$ cat src/rtl/hazard_detect.sv
// hazard_detect: ID-stage load-use/branch hazard stall, bubble and flush control with a saturating stall-cycle counter
module hazard_detect #(
   parameter int CNT_W = 16
) (
   input  logic             clk,
   input  logic             rst_n,
   input  logic [4:0]       IfIdRs,
   input  logic [4:0]       IfIdRt,
   input  logic             IfIdUsesRt,
   input  logic             IfIdBranch,
   input  logic             IfIdJump,
   input  logic             BranchTaken,
   input  logic             IdExMemRead,
   input  logic             IdExRegWrite,
   input  logic [4:0]       IdExRd,
   input  logic             ExMemMemRead,
   input  logic [4:0]       ExMemRd,
   output logic             PcWrite,
   output logic             IfIdWrite,
   output logic             IdExBubble,
   output logic             IfIdFlush,
   output logic [CNT_W-1:0] StallCount
);
   typedef enum logic {RUN, HOLD} stateE;
   stateE state;
   logic [1:0] remaining, need;
   logic matchEx, matchMem, hazA, hazB, hazC, stall;
   always_comb begin
      matchEx = IdExRd != 5'd0 && (IdExRd == IfIdRs || (IfIdUsesRt && IdExRd == IfIdRt));
      matchMem = ExMemRd != 5'd0 && (ExMemRd == IfIdRs || (IfIdUsesRt && ExMemRd == IfIdRt));
      hazA = IdExMemRead && matchEx;
      hazB = IfIdBranch && IdExRegWrite && !IdExMemRead && matchEx;
      hazC = IfIdBranch && ExMemMemRead && matchMem;
      need = hazA ? (IfIdBranch ? 2'd2 : 2'd1) : (hazB || hazC) ? 2'd1 : 2'd0;
      stall = rst_n && (state == HOLD || need != 2'd0);
      PcWrite = !stall;
      IfIdWrite = !stall;
      IdExBubble = stall;
      IfIdFlush = rst_n && !stall && (IfIdJump || (IfIdBranch && BranchTaken));
   end
   always_ff @(posedge clk) begin
      if (!rst_n) begin
         state <= RUN;
         remaining <= 2'd0;
         StallCount <= '0;
      end else begin
         if (stall && StallCount != '1) StallCount <= StallCount + 1'b1;
         if (state == HOLD) begin
            remaining <= remaining - 2'd1;
            if (remaining == 2'd1) state <= RUN;
         end else if (need >= 2'd2) begin
            state <= HOLD;
            remaining <= need - 2'd1;
         end
      end
   end
endmodule
$ cat config.mk
export PLATFORM = sky130hd
export DESIGN_NAME = hazard_detect
export DESIGN_NICKNAME = d
export VERILOG_FILES = /design/src/rtl/hazard_detect.sv
export SDC_FILE = /design/constraint.sdc
export NUM_CORES = 1
export LEC_CHECK = 0
export CAP_MARGIN = 15
export CELL_PAD_IN_SITES_DETAIL_PLACEMENT = 0
export CELL_PAD_IN_SITES_GLOBAL_PLACEMENT = 1
export CORE_MARGIN = 1.5
export CORE_UTILIZATION = 28
export CTS_CLUSTER_SIZE = 12
export DETAILED_ROUTE_END_ITERATION = 10
export PLACE_DENSITY_LB_ADDON = 0.08
export SLEW_MARGIN = 40
export SYNTH_ARGS = -nofsm -noshare
export SYNTH_HDL_FRONTEND = slang
export SYNTH_SLANG_ARGS = --single-unit
$ cat constraint.sdc
create_clock -name clk -period 2.48 [get_ports clk]
set_input_delay 0.248 -clock clk [delete_from_list [all_inputs] [get_ports clk]]
set_output_delay 0.248 -clock clk [all_outputs]
set_load 0.02 [all_outputs]
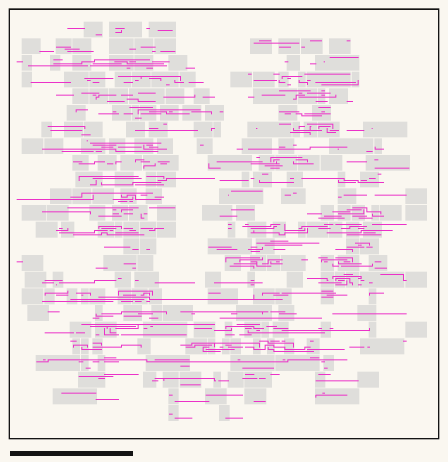
*Met1 routing*
The bar under the picture is 20 microns long.
longest straight run: 23.0 microns
main direction: horizontal
wire length on this layer: 1,470 microns
share of all routed wire: 43%

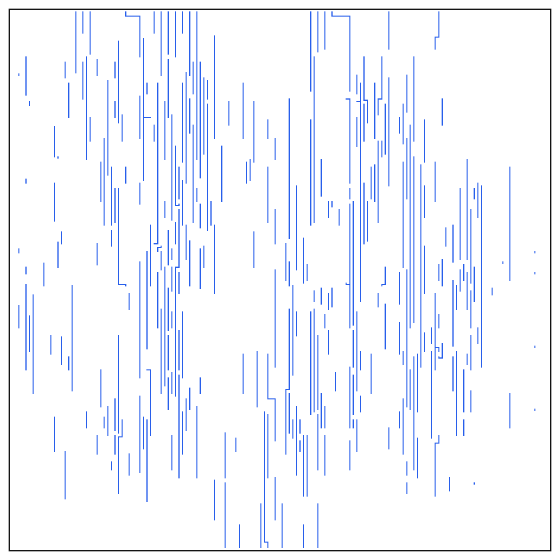
*Met2 routing*
nets with wire on the layer: 233
share of all routed wire: 54%

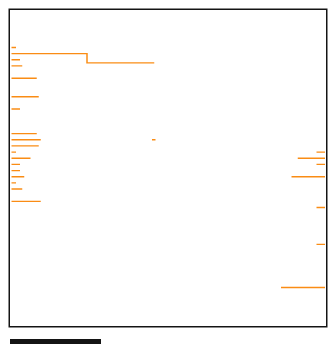
*Metal 3*
The bar under the picture is 20 microns long.
main direction: horizontal
wire length on this layer: 116 microns
longest straight run: 16.6 microns

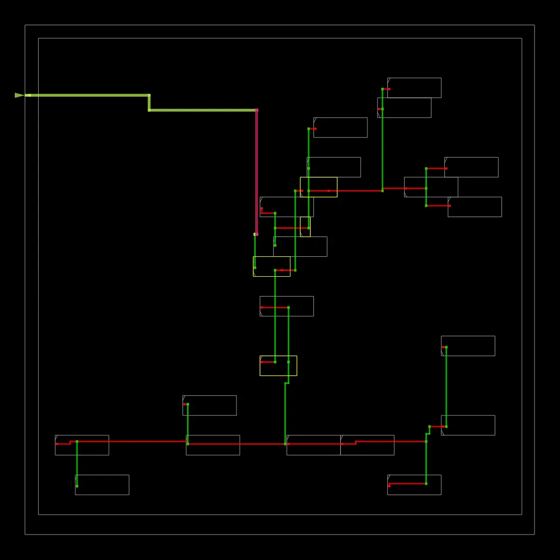
*Clock wiring as the flow saved it*
total clock network power: 0.210 mW
Final Skew: 0.007452 ns
CTS sink count: 19
sequential cells: 19

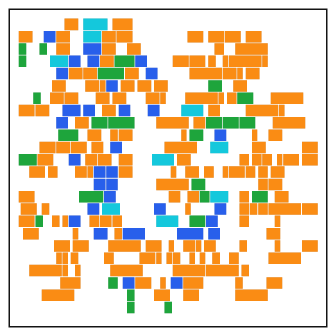
*Cells by drive strength*
| colour | size | cells |
|---|---|---|
| orange | x1 and smaller | 162 |
| blue | x3 and x4 | 32 |
| cyan | x6 and larger | 9 |
| green | x2 | 26 |

==> out/metrics.yaml <==
run_status:
  outcome: "finished, violations left"
  violations: "negative setup slack"
timing:
  setup_viol: 2
  tns_ns: -0.06076
  slew_headroom: 0.7979
  setup_ws_ns: -0.03405
  report.final.slew_viol_count: 0
  hold_violations: 0
drt:
  top_layer: "met4"
  vias_per_cell: 4.840
  drt_iter0_drc: 33
  dr_wl_met2_microns: 1847
  wl_met1_microns: 1471
  wl_per_cell_microns: 12.28
  wl_microns: 3451
  routed-wl-met3_microns: 115
worst_setup_path:
  path_depth: 13
  critPathMaxFanout: 3
  startpoint: "IdExRd[3]"
  endpoint: "StallCount[7]"
  reg2reg_slack_ns: 0.67
  worstPathCellList: "clkdlybuf4s15_1 -> or4_4 -> o211ai_1 -> or2_4 -> o211ai_1 -> ha_2 -> buf_6 -> nor2b_4 -> nor3_4 -> o21ai_2 -> buf_4 -> o21a_1 -> o21a_1"
  path_delay_family: "simple AND/OR/NAND/NOR gates"
  cp.arrival_ns: 2.66
layout:
  area_growth_pct: 68.67
  logic_gate_count: 123
  layout-drive-gt1-share: 0.2926
  comb_area_sq_um: 915.9
  layout.non_clock_inverters: 4
  fill_cells: 430
  finalNonFillerCells: 281
  buffers: 79
  final-seq-area_sq_um: 380.4
  seq_share: 0.1804
  top_register: "StallCount"
  final_cell_area_sq_mm: 0.002108
  largest_reg_flops: 16
synth:
  yosysUniqueCellTypes: 39
  synth_top_cell_by_area: "dfxtp_1"
  simple_gate_area_frac: 0.2863
  async_reset_ff_frac: 0
  synth_seq_share: 0.3043
  synth.mux.area_fraction: 0.01602
  synthAdderAreaFrac: 0.03003
  top_cells_by_count: "xor2_1 (26), dfxtp_1 (19), nand2_1 (13), nor2_1 (13), nand3_1 (7)"
  synth-xor-area-share: 0.1962
  edf_count: 0
  synthesis.nets: 182
min_path:
  hold_path.startpoint: "remaining[1]"
  hp-class: "flop to flop"
die:
  initCoreUtil: 0.2891
  core_area_sq_mm: 0.004324
  rows: 24
  num_io_pins: 49
power_and_ir_drop:
  p_switching_mw: 0.1688
  power_top_consumer: "registers"
  p_comb_frac: 0.233
  pg_seq_mw: 0.311
  power.leakage_nw: 0.8659
clock_network:
  cts_root_buf: "clkbuf_8"
  post_cts_resized: 59
  cts_tree: "done"
global_route:
  grt_pass1_vias: 1387
  grt_util_met1: 0.1683
  met2_usage: 0.2730
  grt_max_degree: 13
  busiest_layer: "met2"
placed_design:
  place.detailed.hpwl_microns: 2803
  placed_cell_area_sq_mm: 0.001963
  io_buffers: 48
  dp_slack_ns: -0.7166
job:
  tool_warnings: 27
  maxCapViolations: 0
Power is estimated from default activity; no workload was simulated.
